[config.mk]
export PLATFORM = sky130hd
export DESIGN_NAME = fruit_spawner
export DESIGN_NICKNAME = d
export VERILOG_FILES = /design/src/rtl/fruit_pkg.sv /design/src/rtl/fruit_slot.sv /design/src/rtl/fruit_spawner.sv
export SDC_FILE = /design/constraint.sdc
export NUM_CORES = 1
export LEC_CHECK = 0
export CORE_AREA = 2 2 124 216
export CTS_CLUSTER_DIAMETER = 200
export DETAILED_ROUTE_END_ITERATION = 10
export DIE_AREA = 0 0 126 218
export PLACE_DENSITY = 0.57
export SLEW_MARGIN = 20
export SYNTH_ARGS = -nofsm -noshare
export SYNTH_HDL_FRONTEND = slang
export SYNTH_SLANG_ARGS = --single-unit
[constraint.sdc]
create_clock -name clock -period 10.2 [get_ports clock]
set_input_delay 2.55 -clock clock [delete_from_list [all_inputs] [get_ports clock]]
set_output_delay 2.55 -clock clock [all_outputs]
set_load 0.03 [all_outputs]
[src/rtl/fruit_pkg.sv]
// fruit_pkg: shared constants and the per-slot state record for the fruit
// spawner. The optional spawn-jitter build (FRUIT_SPAWN_JITTER_EN) needs no
// package-level changes.
package fruit_pkg;

  localparam int SCREEN_H = 480;
  localparam int SCREEN_W = 640;
  localparam int X_W      = $clog2(SCREEN_W);  // 10 bits
  localparam int Y_W      = 11;
  localparam int VY_W     = 7;

  typedef struct packed {
    logic                   valid;
    logic [X_W-1:0]         x;
    logic signed [Y_W-1:0]  y;
    logic signed [VY_W-1:0] vy;
  } fruit_slot_t;

endpackage

[src/rtl/fruit_slot.sv]
// fruit_slot: register set of one fruit plus its ballistic motion, retire
// and slice logic.
//   clock, reset      system clock, asynchronous active-high reset
//   frame_tick_i      one-clock frame pulse; motion only happens here
//   load_i            spawn into this slot (only asserted when it is free)
//   load_x_i          launch x position
//   load_vy_i         launch vertical velocity (negative = upward)
//   slice_hit_i       slice request; honoured in any cycle while valid
//   slot_o            registered slot state
//   miss_o, slice_o   combinational events for the edge about to happen
module fruit_slot
  import fruit_pkg::*;
#(
  parameter int BASE_Y  = 480,
  parameter int GRAVITY = 1
) (
  input  logic                   clock,
  input  logic                   reset,
  input  logic                   frame_tick_i,
  input  logic                   load_i,
  input  logic [X_W-1:0]         load_x_i,
  input  logic signed [VY_W-1:0] load_vy_i,
  input  logic                   slice_hit_i,
  output fruit_slot_t            slot_o,
  output logic                   miss_o,
  output logic                   slice_o
);

  localparam logic signed [Y_W-1:0]  Y_BASE = Y_W'(BASE_Y);
  localparam logic signed [VY_W-1:0] VY_G   = VY_W'(GRAVITY);

  fruit_slot_t            slot_q, slot_d;
  logic signed [Y_W-1:0]  y_new;
  logic signed [VY_W-1:0] vy_new;
  logic                   falling;

  always_comb begin
    y_new   = slot_q.y + {{(Y_W-VY_W){slot_q.vy[VY_W-1]}}, slot_q.vy};
    vy_new  = slot_q.vy + VY_G;
    falling = !vy_new[VY_W-1] && (vy_new != '0);
  end

  always_comb begin
    slot_d  = slot_q;
    miss_o  = 1'b0;
    slice_o = 1'b0;
    if (slot_q.valid) begin
      // Slice takes priority over motion, so a fruit sliced on its retire
      // frame counts as sliced, never as missed.
      if (slice_hit_i) begin
        slot_d.valid = 1'b0;
        slice_o      = 1'b1;
      end else if (frame_tick_i) begin
        slot_d.y  = y_new;
        slot_d.vy = vy_new;
        if (falling && (y_new >= Y_BASE)) begin
          slot_d.valid = 1'b0;
          miss_o       = 1'b1;
        end
      end
    end else if (load_i) begin
      slot_d.valid = 1'b1;
      slot_d.x     = load_x_i;
      slot_d.y     = Y_BASE;
      slot_d.vy    = load_vy_i;
    end
  end

  always_ff @(posedge clock or posedge reset) begin
    if (reset) slot_q <= '0;
    else       slot_q <= slot_d;
  end

  assign slot_o = slot_q;

endmodule

[src/rtl/fruit_spawner.sv]
// fruit_spawner: pool of NUM_SLOTS fruits. Spawns one at a random x/velocity
// every SPAWN_PERIOD frame ticks into the lowest free slot, moves live fruits
// once per frame and retires them when sliced or back below the baseline.
//   clock, reset   system clock, asynchronous active-high reset
//   frame_tick     one-clock pulse per video frame
//   enable         spawning allowed (motion continues when low)
//   rnd[4:0]       random number, sampled only in a spawn cycle
//   slice_hit[N]   per-slot slice requests
//   fruit_valid[N] slot occupied
//   fruit_x        slot i x in [10i+9:10i], unsigned
//   fruit_y        slot i y in [11i+10:11i], signed
//   spawn_pulse, miss_pulse, slice_pulse   one-clock event pulses
// Build option: FRUIT_SPAWN_JITTER_EN reloads each spawn interval as
// SPAWN_PERIOD + rnd[3:0] (rnd taken at the wrap); undefined = fixed period.
module fruit_spawner #(
  parameter int NUM_SLOTS    = 4,
  parameter int SPAWN_PERIOD = 60,
  parameter int SCREEN_H     = fruit_pkg::SCREEN_H,
  parameter int X_SCALE      = 20,
  parameter int BASE_VY      = 12,
  parameter int GRAVITY      = 1
) (
  input  logic                    clock,
  input  logic                    reset,
  input  logic                    frame_tick,
  input  logic                    enable,
  input  logic [4:0]              rnd,
  input  logic [NUM_SLOTS-1:0]    slice_hit,
  output logic [NUM_SLOTS-1:0]    fruit_valid,
  output logic [10*NUM_SLOTS-1:0] fruit_x,
  output logic [11*NUM_SLOTS-1:0] fruit_y,
  output logic                    spawn_pulse,
  output logic                    miss_pulse,
  output logic                    slice_pulse
);

  import fruit_pkg::*;

  // 9 bits covers SPAWN_PERIOD up to 255 plus up to 15 of jitter.
  localparam int CNT_W = 9;

  logic [CNT_W-1:0]       cnt_q, cnt_d, period;
  logic                   wrap, attempt, found, spawn;
  logic [NUM_SLOTS-1:0]   valid, pick, load, miss_ev, slice_ev;
  logic [X_W-1:0]         load_x;
  logic signed [VY_W-1:0] load_vy;
  logic                   spawn_q, miss_q, slice_q;
  fruit_slot_t            slot_s [NUM_SLOTS];

`ifdef FRUIT_SPAWN_JITTER_EN
  logic [CNT_W-1:0] period_q, period_d;

  always_comb begin
    period_d = period_q;
    if (attempt) period_d = CNT_W'(SPAWN_PERIOD) + CNT_W'(rnd[3:0]);
  end

  always_ff @(posedge clock or posedge reset) begin
    if (reset) period_q <= CNT_W'(SPAWN_PERIOD);
    else       period_q <= period_d;
  end

  assign period = period_q;
`else
  assign period = CNT_W'(SPAWN_PERIOD);
`endif

  always_comb begin
    wrap    = (cnt_q == period - CNT_W'(1));
    attempt = frame_tick && wrap;
    cnt_d   = cnt_q;
    if (frame_tick) cnt_d = wrap ? '0 : cnt_q + CNT_W'(1);
  end

  always_ff @(posedge clock or posedge reset) begin
    if (reset) cnt_q <= '0;
    else       cnt_q <= cnt_d;
  end

  // Freeness comes from the registered valid bits: a slot retiring on this
  // frame is still occupied, and a slot being sliced is necessarily valid.
  always_comb begin
    pick  = '0;
    found = 1'b0;
    for (int unsigned i = 0; i < NUM_SLOTS; i++) begin
      if (!found && !valid[i]) begin
        pick[i] = 1'b1;
        found   = 1'b1;
      end
    end
  end

  assign spawn   = attempt && enable && found;
  assign load    = pick & {NUM_SLOTS{spawn}};
  assign load_x  = X_W'(rnd) * X_W'(X_SCALE);
  assign load_vy = VY_W'(0) - (VY_W'(BASE_VY) + VY_W'(rnd[2:0]));

  for (genvar g = 0; g < NUM_SLOTS; g++) begin : g_slot
    fruit_slot #(
      .BASE_Y  (SCREEN_H),
      .GRAVITY (GRAVITY)
    ) u_slot (
      .clock        (clock),
      .reset        (reset),
      .frame_tick_i (frame_tick),
      .load_i       (load[g]),
      .load_x_i     (load_x),
      .load_vy_i    (load_vy),
      .slice_hit_i  (slice_hit[g]),
      .slot_o       (slot_s[g]),
      .miss_o       (miss_ev[g]),
      .slice_o      (slice_ev[g])
    );
    assign valid[g]            = slot_s[g].valid;
    assign fruit_x[10*g +: 10] = slot_s[g].x;
    assign fruit_y[11*g +: 11] = slot_s[g].y;
  end

  always_ff @(posedge clock or posedge reset) begin
    if (reset) begin
      spawn_q <= 1'b0;
      miss_q  <= 1'b0;
      slice_q <= 1'b0;
    end else begin
      spawn_q <= spawn;
      miss_q  <= |miss_ev;
      slice_q <= |slice_ev;
    end
  end

  assign fruit_valid = valid;
  assign spawn_pulse = spawn_q;
  assign miss_pulse  = miss_q;
  assign slice_pulse = slice_q;

endmodule

Run 1, floorplan with the power grid:
Scale bar: 50 um. Pins as bars on the die edge.
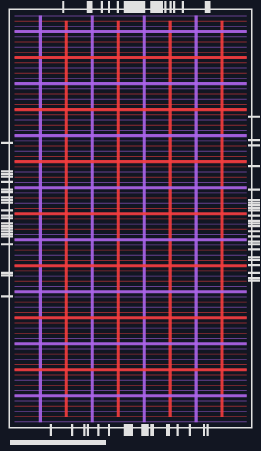
Key: VDD = red; VSS = purple
8 straps on met4. The core has 78 rows. 15 straps on met5. 104 signal pins sit on the boundary. 79 met1 rails follow the rows.

Run 1, cell classes on the final placement:
Fill, decap, tap and diode cells in gray.
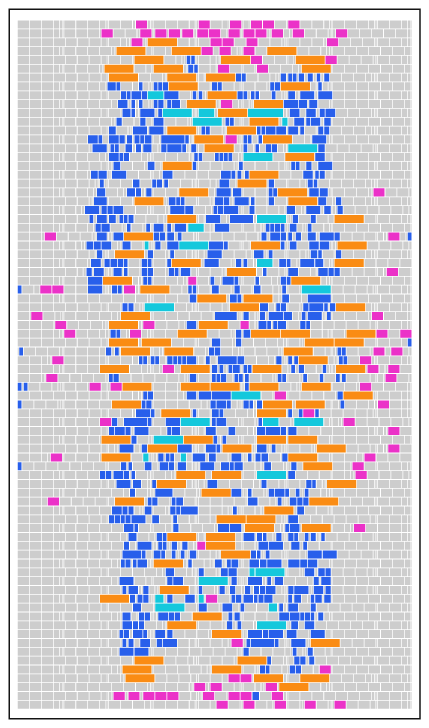
Key: clock drivers and dummy loads = cyan [cells 31, share of their area 6.6%]; registers = orange [cells 120, share of their area 35%]; remaining logic cells = blue [cells 663, share of their area 47%]; remaining buffers and delay cells = magenta [cells 98, share of their area 11%]

Run 1, routed clock nets over the placement:
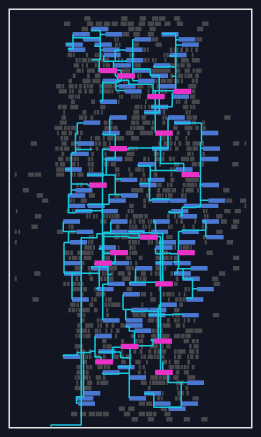
Key: clock-net drivers = magenta [count 17]; clock wires = cyan [length 1900 um]; flip-flops = blue [count 120]
There are 18 routed clock nets.

[run 1: worst max-delay path, delay by kind of cell]
family	cells	cell delay (ns)
and+or+nand+nor	5	1.55
AOI/OAI and AO/OA	2	0.37
buffers and inverters	1	0.75
[run 1: registers in the layout, summed over array words and instances, names as in the netlist]
register and flops:
g_slot.u_slot.slot_o 108, cnt_q 9, miss_pulse 1, slice_pulse 1
spawn_pulse 1
[run 1: per-layer routing]
layer,vias up,track usage (%)
met5,-,0
met4,0,6.59
met3,34,4.05
met2,113,28.9
met1,3026,16.7
li1,3049,-
[run 1: cell usage after synthesis, types with 3 or more instances]
| master | n | area, sq um |
|---|---|---|
| sky130_fd_sc_hd__nand3_1 | 43 | 215 |
| sky130_fd_sc_hd__o21ai_1 | 14 | 70.1 |
| sky130_fd_sc_hd__or2_2 | 3 | 18.8 |
| sky130_fd_sc_hd__nor4_1 | 4 | 25.0 |
| sky130_fd_sc_hd__xor2_1 | 26 | 228 |
| sky130_fd_sc_hd__a32o_1 | 4 | 40.0 |
| sky130_fd_sc_hd__o31a_1 | 3 | 26.3 |
| sky130_fd_sc_hd__xnor2_1 | 21 | 184 |
| sky130_fd_sc_hd__and3_1 | 12 | 75.1 |
| sky130_fd_sc_hd__a21oi_1 | 38 | 190 |
| sky130_fd_sc_hd__nor2_1 | 53 | 199 |
| sky130_fd_sc_hd__o21bai_1 | 3 | 22.5 |
| sky130_fd_sc_hd__a22oi_1 | 7 | 52.6 |
| sky130_fd_sc_hd__and2_1 | 5 | 31.3 |
| sky130_fd_sc_hd__a2111oi_0 | 3 | 26.3 |
| sky130_fd_sc_hd__dfrtp_1 | 120 | 3000 |
| sky130_fd_sc_hd__o31ai_1 | 4 | 30.0 |
| sky130_fd_sc_hd__buf_2 | 7 | 35.0 |
| sky130_fd_sc_hd__nor3_1 | 12 | 60.1 |
| sky130_fd_sc_hd__ha_1 | 53 | 663 |
| sky130_fd_sc_hd__nor2b_1 | 9 | 56.3 |
| sky130_fd_sc_hd__o21ai_0 | 71 | 355 |
| sky130_fd_sc_hd__a21o_1 | 12 | 90.1 |
| sky130_fd_sc_hd__clkbuf_1 | 16 | 60.1 |
| sky130_fd_sc_hd__nand2_1 | 161 | 604 |
| sky130_fd_sc_hd__o221ai_1 | 7 | 61.3 |
| sky130_fd_sc_hd__fa_1 | 5 | 100 |
| sky130_fd_sc_hd__buf_4 | 89 | 668 |
| sky130_fd_sc_hd__nand4_1 | 3 | 18.8 |
| sky130_fd_sc_hd__nand4b_1 | 3 | 26.3 |
| sky130_fd_sc_hd__nand2b_1 | 4 | 25.0 |
| sky130_fd_sc_hd__a41oi_1 | 4 | 35.0 |
| sky130_fd_sc_hd__inv_1 | 15 | 56.3 |
| sky130_fd_sc_hd__or3_1 | 8 | 50.1 |
| sky130_fd_sc_hd__o211ai_1 | 9 | 67.6 |
[run 1: kinds of logic after synthesis]
kind of cell,after synthesis,share of synthesized area [%]
xor gates and xnor gates,47,5.24
and+or+nand+nor,333,19.5
AOI/OAI and AO/OA,200,16.2
adders and majority gates,58,9.72
muxes,2,0.271
other,1,0.0478
DFF,120,38.2
buffers and inverters,130,10.8
==> flow report, run 1 <==
OUTCOME
--------------------------------------------------------------------------------
Run status ........................................................ finished clean

FLOW RUN
--------------------------------------------------------------------------------
Number of warnings in the stage logs ..............................           26
Number of maximum-capacitance constraint violations ...............            0

CRITICAL PATH
--------------------------------------------------------------------------------
Worst setup path endpoint ......................................... g_slot[2].u_slot.slot_o[4]
Timing startpoint of the critical path ............................   frame_tick
Worst Setup End Kind ..............................................     register
Reg2reg path depth ................................................           10
Critical-path cell with the highest stage delay ................... sky130_fd_sc_hd__clkdlybuf4s50_1
Peak per-stage delay on the critical path .........................      0.75 ns
RR Startpoint ..................................................... g_slot[1].u_slot.slot_o[0]
Setup slack of the most critical reg-to-reg path ..................      6.89 ns
Startpoint class of the critical path ............................. primary input
Data required time of the critical path ...........................     10.48 ns

YOSYS
--------------------------------------------------------------------------------
Distinct cells, synth .............................................           65
Gate count after technology mapping ...............................          891
Total number of yosys warnings ....................................            0
Fraction of registers with async set or reset after synthesis .....         100%
Count of instantiated cells in the yosys netlist ..................          891
Mapped Avg Cell Area ..............................................   8.81 sq um
Post-synth top flop ............................................... sky130_fd_sc_hd__dfrtp_1
Number of synthesized flops with an enable pin ....................            0
Synthesized chip area reported by yosys ...........................   7850 sq um

WORST HOLD PATH
--------------------------------------------------------------------------------
Min-Delay Endpoint ................................................     cnt_q[8]
Worst Min Path Start ..............................................     cnt_q[8]
Cell count of the worst hold path .................................            1

FLOORPLAN
--------------------------------------------------------------------------------
Number of top-level pins ..........................................          104
Num rows ..........................................................           78
Tap cell count ....................................................          320
Core area .........................................................  25800 sq um
Initial Utilization ...............................................        30.5%
Overall die area ..................................................  27500 sq um
Die W .............................................................       126 um

CLOCKING
--------------------------------------------------------------------------------
Clk pin slew, worst setup/hold paths ..............................      0.05 ns
Setup fix buffers added after clock tree synthesis ................            0
Number of buffers created by CTS ..................................           17
CTS tree ..........................................................        built
H-tree depth ......................................................            4
CTS resizes .......................................................            0
Clk sinks .........................................................          120
Root Buffer ....................................................... sky130_fd_sc_hd__clkbuf_16
Hold-fix buffer count after cts ...................................            0

FINAL LAYOUT
--------------------------------------------------------------------------------
Count of non-filler cells in the finished layout ..................         1232
Final instance area ...............................................   9030 sq um
Fraction of cell area in non-clock buffers ........................        10.8%
Post-synthesis to final-layout area growth ........................        15.0%
Fraction of area in multi-input gates .............................        44.6%
Clk tree area frac ................................................        6.29%
Number of filler instances in the final layout ....................         2666
Footprint of the multi-input gates ................................   4030 sq um
Number of diodes ..................................................            0
Non-clock buffer instance count of the final layout ...............           98
Non-clk invs ......................................................           15
Combinational gate count ..........................................          648
Most frequent logic cells in the routed design .................... sky130_fd_sc_hd__nand2_1 (161), sky130_fd_sc_hd__dfrtp_1 (120), sky130_fd_sc_hd__clkdlybuf4s50_1 (95), sky130_fd_sc_hd__o21ai_0 (70)
Most instantiated logic cell after routing ........................ sky130_fd_sc_hd__nand2_1

GRT
--------------------------------------------------------------------------------
Pin count of the biggest net entering global routing ..............           64
Via count of the first global-routing pass ........................         6213
Number of antenna violations at the first check in global routing .            0
Global routing usage summed across all routing layers .............        15.6%
Total gr overflow .................................................            0

STA
--------------------------------------------------------------------------------
Slew Limit Fails ..................................................            0
Actual slew at the worst max-slew pin .............................     0.954 ns
Final hold violation count ........................................            0
Maximum frequency from static timing analysis .....................    0.202 GHz
Hold WS ...........................................................     0.468 ns
Unrepaired setup endpoints after global routing ...................        false
Final clock period utilization by the worst path ..................        48.6%

ROUTING
--------------------------------------------------------------------------------
Vias per std cell .................................................         5.05
Total length of routed met3 wires .................................       910 um
WL per Instance ...................................................      17.1 um
Remaining DRCs ....................................................            0
Met2 wire len .....................................................     11300 um
Total wire length .................................................     21100 um
Iter 0 DRT Violations .............................................          359
Vias after detailed routing .......................................         6222
Wire length the detailed router placed on met1 ....................      8320 um

PLACED DESIGN
--------------------------------------------------------------------------------
Port Buf Inserts ..................................................           95
Post-Place Setup Slack ............................................      4.75 ns
Number of placed instances, taps included .........................         1201

PWR
--------------------------------------------------------------------------------
Sequential fraction of design power ...............................        42.4%
Combinational logic power .........................................   0.000128 W
Clock power share .................................................        47.3%
Reported sequential group power ...................................   0.000523 W
Clock group power .................................................   0.000583 W
Largest vdd supply drop ...........................................     0.127 mV
Switching Fraction ................................................        26.3%
Power density over the cells ......................................  137 nW/um^2
Internal power component ..........................................   0.000909 W
Overall power consumption .........................................    0.00123 W

Run 1, metal layers overlaid:
Scale bar: 50 um. Two of the layers only.
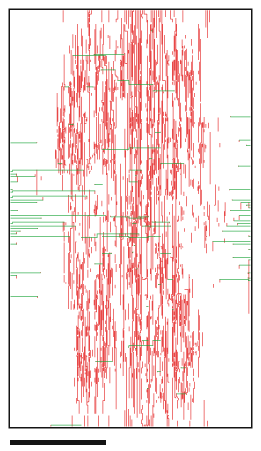

## Run 2: what changed since run 1
- PLACE_DENSITY: 0.57 -> 0.59
- clock period: 10.2 -> 4 ns (I/O delays scaled with it)
Run 2, metal layers overlaid:
Scale bar: 50 um. Two of the layers only.
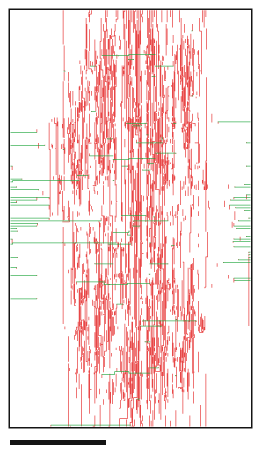
Key: M3 = green [wire length 887 um]; M2 = red [wire length 11600 um]

Run 2, routed clock nets over the placement:
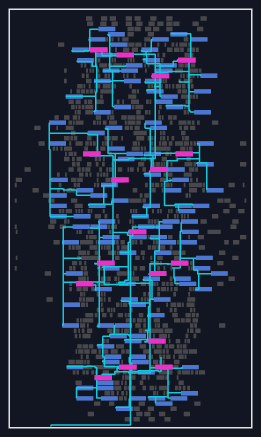
Key: clock wires = cyan [length 1950 um]; clock-net drivers = magenta [count 17]; flip-flops = blue [count 120]
There are 18 routed clock nets.

==> run 2 against run 1 <==
- combinational power went up to 2.6 times the previous value
- sequential share of layout area is 0.58 points lower
- routed wire length is 0.99% higher
- critical path depth is 2 higher
- sequential power went up to 2.5 times the previous value
- first-iteration DRC count is 7.2% higher
- area after synthesis stayed put
- via count is 0.13% higher
==> flow report, run 2 <==
GRT
----------------------------------------------------------------------------------
Via count of the first global-routing pass ..........................         6306
Pin count of the biggest net entering global routing ................           42
Global routing usage summed across all routing layers ...............        15.8%
Number of antenna violations at the first check in global routing ...            0
Wire length of the first global-routing pass ........................     33800 um
Total gr overflow ...................................................            0

YOSYS
----------------------------------------------------------------------------------
Largest area contributor in the netlist ............................. sky130_fd_sc_hd__dfrtp_1
Flip-flop and latch count after synthesis ...........................          120
Fraction of registers with async set or reset after synthesis .......         100%
Post-synth top flop ................................................. sky130_fd_sc_hd__dfrtp_1
Mapped Avg Cell Area ................................................   8.81 sq um
Count of instantiated cells in the yosys netlist ....................          891
Synthesized chip area reported by yosys .............................   7850 sq um
Gate count after technology mapping .................................          891
Total number of yosys warnings ......................................            0
Synthesized area ....................................................   7850 sq um
Most used standard cell by instance count after synthesis ........... sky130_fd_sc_hd__nand2_1
Fraction of the yosys area taken by sequential cells ................        38.2%
Top area contributor share ..........................................        38.2%
Number of synthesized flops with an enable pin ......................            0
Most frequent cells after synthesis ................................. sky130_fd_sc_hd__nand2_1 (161), sky130_fd_sc_hd__dfrtp_1 (120), sky130_fd_sc_hd__buf_4 (89)
Distinct cells, synth ...............................................           65
Top cells by area ................................................... sky130_fd_sc_hd__dfrtp_1 (38%), sky130_fd_sc_hd__buf_4 (8.5%), sky130_fd_sc_hd__ha_1 (8.4%), sky130_fd_sc_hd__nand2_1 (7.7%), sky130_fd_sc_hd__o21ai_0 (4.5%)

PLACED DESIGN
----------------------------------------------------------------------------------
GP Congestion .......................................................        0.831
Port Buf Inserts ....................................................           95
Placed cell areas ...................................................   8580 sq um
Detail Placement HPWL ...............................................     16000 um
Number of placed instances, taps included ...........................         1213

ROUTING
----------------------------------------------------------------------------------
Remaining DRCs ......................................................            0
Met2 wire len .......................................................     11600 um
Vias per std cell ...................................................         5.01
Iter 0 DRT Violations ...............................................          385
Remaining antenna violation count after routing .....................            0
Total wire length ...................................................     21300 um
Vias after detailed routing .........................................         6230
WL per Instance .....................................................      17.1 um
Total length of routed met3 wires ...................................       887 um
Max layer used ......................................................         met4
Wire length the detailed router placed on met1 ......................      8240 um
Pre-Repair DR Iteration Count .......................................            5

STA
----------------------------------------------------------------------------------
Final hold violation count ..........................................            0
Final Critical Period ...............................................      3.18 ns
Aggregate negative setup slack ......................................         0 ns
Clock skew after layout .............................................   0.00943 ns
Unrepaired setup endpoints after global routing .....................        false
Remaining max-slew budget at the tightest pin .......................        36.6%
Final clock period utilization by the worst path ....................        79.4%
Hold WS .............................................................     0.465 ns
Final Setup Violations ..............................................            0
Actual slew at the worst max-slew pin ...............................     0.949 ns
Slew Limit Fails ....................................................            0
Maximum frequency from static timing analysis .......................    0.315 GHz

FINAL LAYOUT
----------------------------------------------------------------------------------
Final instance area .................................................   9190 sq um
Flip-flop count of the largest register, all copies and words added .          108
Count of non-filler cells in the finished layout ....................         1244
Most frequent logic cells in the routed design ...................... sky130_fd_sc_hd__nand2_1 (161), sky130_fd_sc_hd__dfrtp_1 (120), sky130_fd_sc_hd__clkdlybuf4s50_1 (95), sky130_fd_sc_hd__o21ai_0 (71)
Final Net Count .....................................................          983
Number of filler instances in the final layout ......................         2623
Layout cell share with drive strength beyond 1 ......................        6.49%
Most instantiated logic cell after routing .......................... sky130_fd_sc_hd__nand2_1
Post-synthesis to final-layout area growth ..........................        17.1%
Number of diodes ....................................................            0

FLOORPLAN
----------------------------------------------------------------------------------
Overall die area ....................................................  27500 sq um
Initial Utilization .................................................        30.5%
Core area ...........................................................  25800 sq um
Die W ...............................................................       126 um
Num rows ............................................................           78
Number of top-level pins ............................................          104
Y dimension of the die ..............................................       218 um

WORST HOLD PATH
----------------------------------------------------------------------------------
Class of the worst hold path ........................................   reg -> reg
Min-Delay Endpoint ..................................................     cnt_q[8]
Worst Min Path Start ................................................     cnt_q[8]
Cell count of the worst hold path ...................................            1

CRITICAL PATH
----------------------------------------------------------------------------------
Critical-path cell with the highest stage delay ..................... sky130_fd_sc_hd__a2111oi_0
CP cell instances ................................................... ha_1 -> fa_1 -> a21oi_1 -> o221ai_1 -> a2111oi_0 -> nor3_1 -> xor2_1 -> o211ai_1 -> o32a_1 -> nand3_1
Arrival time at the worst endpoint ..................................      3.47 ns
Data required time of the critical path .............................      4.29 ns
RR Endpoint .........................................................   miss_pulse
Startpoint class of the critical path ...............................     register
Peak per-stage delay on the critical path ...........................      0.60 ns
Crit path buffers/inverters .........................................            0
Worst Setup End Kind ................................................     register
Crit Path Category ..................................................   reg -> reg
Reg2reg path depth ..................................................           10
RR Startpoint ....................................................... g_slot[1].u_slot.slot_o[0]
Setup slack of the most critical reg-to-reg path ....................      0.82 ns
Worst path top cell family by delay ................................. AND-OR/OR-AND gates
Top fanout value on the critical path ...............................            5

CLOCKING
----------------------------------------------------------------------------------
CTS tree ............................................................        built
Number of buffers created by CTS ....................................           17
CTS resizes .........................................................            0
Setup fix buffers added after clock tree synthesis ..................            0
Late-Pin Clk Latency ................................................      0.43 ns
H-tree depth ........................................................            4
Max Root-Sink Buffers ...............................................            2
Hold-fix buffer count after cts .....................................            0
Clk sinks ...........................................................          120
Clk pin slew, worst setup/hold paths ................................      0.06 ns
Root Buffer ......................................................... sky130_fd_sc_hd__clkbuf_16

OUTCOME
----------------------------------------------------------------------------------
Run status .......................................................... finished clean

PWR
----------------------------------------------------------------------------------
Overall power consumption ...........................................    0.00330 W
Sequential fraction of design power .................................        40.4%
Clock power share ...................................................        49.5%
Largest vdd supply drop .............................................     0.307 mV
Power dissipated by switching net loads .............................   0.000832 W
Power density over the cells ........................................  359 nW/um^2
Internal power component ............................................    0.00246 W
Gate power share ....................................................        10.1%
Leakage power .......................................................      4.33 nW
Switching Fraction ..................................................        25.2%

FLOW RUN
----------------------------------------------------------------------------------
Number of maximum-capacitance constraint violations .................            0
Number of warnings in the stage logs ................................           26

[run 2: cells by family after synthesis]
group / count (synthesis) / synth area share, %
AND-OR/OR-AND: 200 / 16.2
XOR/XNOR: 47 / 5.24
adder cells (fa/ha/maj): 58 / 9.72
buffers and inverters: 130 / 10.8
flip-flops: 120 / 38.2
multiplexers: 2 / 0.271
other: 1 / 0.0478
AND/OR/NAND/NOR: 333 / 19.5
[run 2: worst reg2reg max path, cell delays in order, from the launching register on]
cell and delay (ns):
sky130_fd_sc_hd__dfrtp_1 0.43, sky130_fd_sc_hd__ha_1 0.24, sky130_fd_sc_hd__fa_1 0.40, sky130_fd_sc_hd__a21oi_1 0.27, sky130_fd_sc_hd__o221ai_1 0.23, sky130_fd_sc_hd__a2111oi_0 0.60, sky130_fd_sc_hd__nor3_1 0.15, sky130_fd_sc_hd__xor2_1 0.17
sky130_fd_sc_hd__o211ai_1 0.15, sky130_fd_sc_hd__o32a_1 0.26, sky130_fd_sc_hd__nand3_1 0.14
[run 2: worst max-delay path by stage]
stage | start | end | slack (ns) | cells after the start
floorplan | g_slot[1].u_slot.slot_o[0] | miss_pulse | 1.37 | 10
CTS | g_slot[1].u_slot.slot_o[0] | miss_pulse | 0.80 | 10
detailed placement | frame_tick | g_slot[3].u_slot.slot_o[11] | 0.57 | 7
global placement | frame_tick | g_slot[2].u_slot.slot_o[16] | 0.65 | 7
finish | g_slot[1].u_slot.slot_o[0] | miss_pulse | 0.82 | 10
global route | g_slot[0].u_slot.slot_o[0] | g_slot[0].u_slot.slot_o[28] | 0.42 | 10
[run 2: layout make-up]
cell class                      instances  area (sq um)  share of cell area [%]
Inverter                               15          60.1                   0.653
Clock inverter                          9           148                    1.61
Multi-Input combinational cell        648          4030                    43.8
Timing Repair Buffer                  110          1090                    11.8
Clock buffer                           22           464                    5.05
Sequential cell                       120          3000                    32.7
Tap cell                              320           400                    4.36
[run 2: per-stage QoR]
stage,utilization [%],setup WS (ns)
floorplan,-,1.37
global route,35.7,0.425
detailed placement,33.3,0.570
finish,35.7,0.824
CTS,35.7,0.803
global placement,33.3,0.648
[run 2: layer usage]
layer  up-vias  GRT usage, %
li1       3076             -
met5         -             0
met3        36          3.93
met2       117          29.2
met1      3001          16.9
met4         0          6.56
[run 2: power groups by stage]
stage	Clock, W	Combinational (W)	Sequential, W
after global placement	0	0.000333	0.00135
after detailed placement	0	0.000337	0.00135
after floorplan	0	0.000250	0.00133
after global routing	0.00172	0.000372	0.00134
after CTS	0.00166	0.000338	0.00133
final	0.00163	0.000332	0.00133
Power figures rest on the tool's default switching activity, not on a simulated workload.
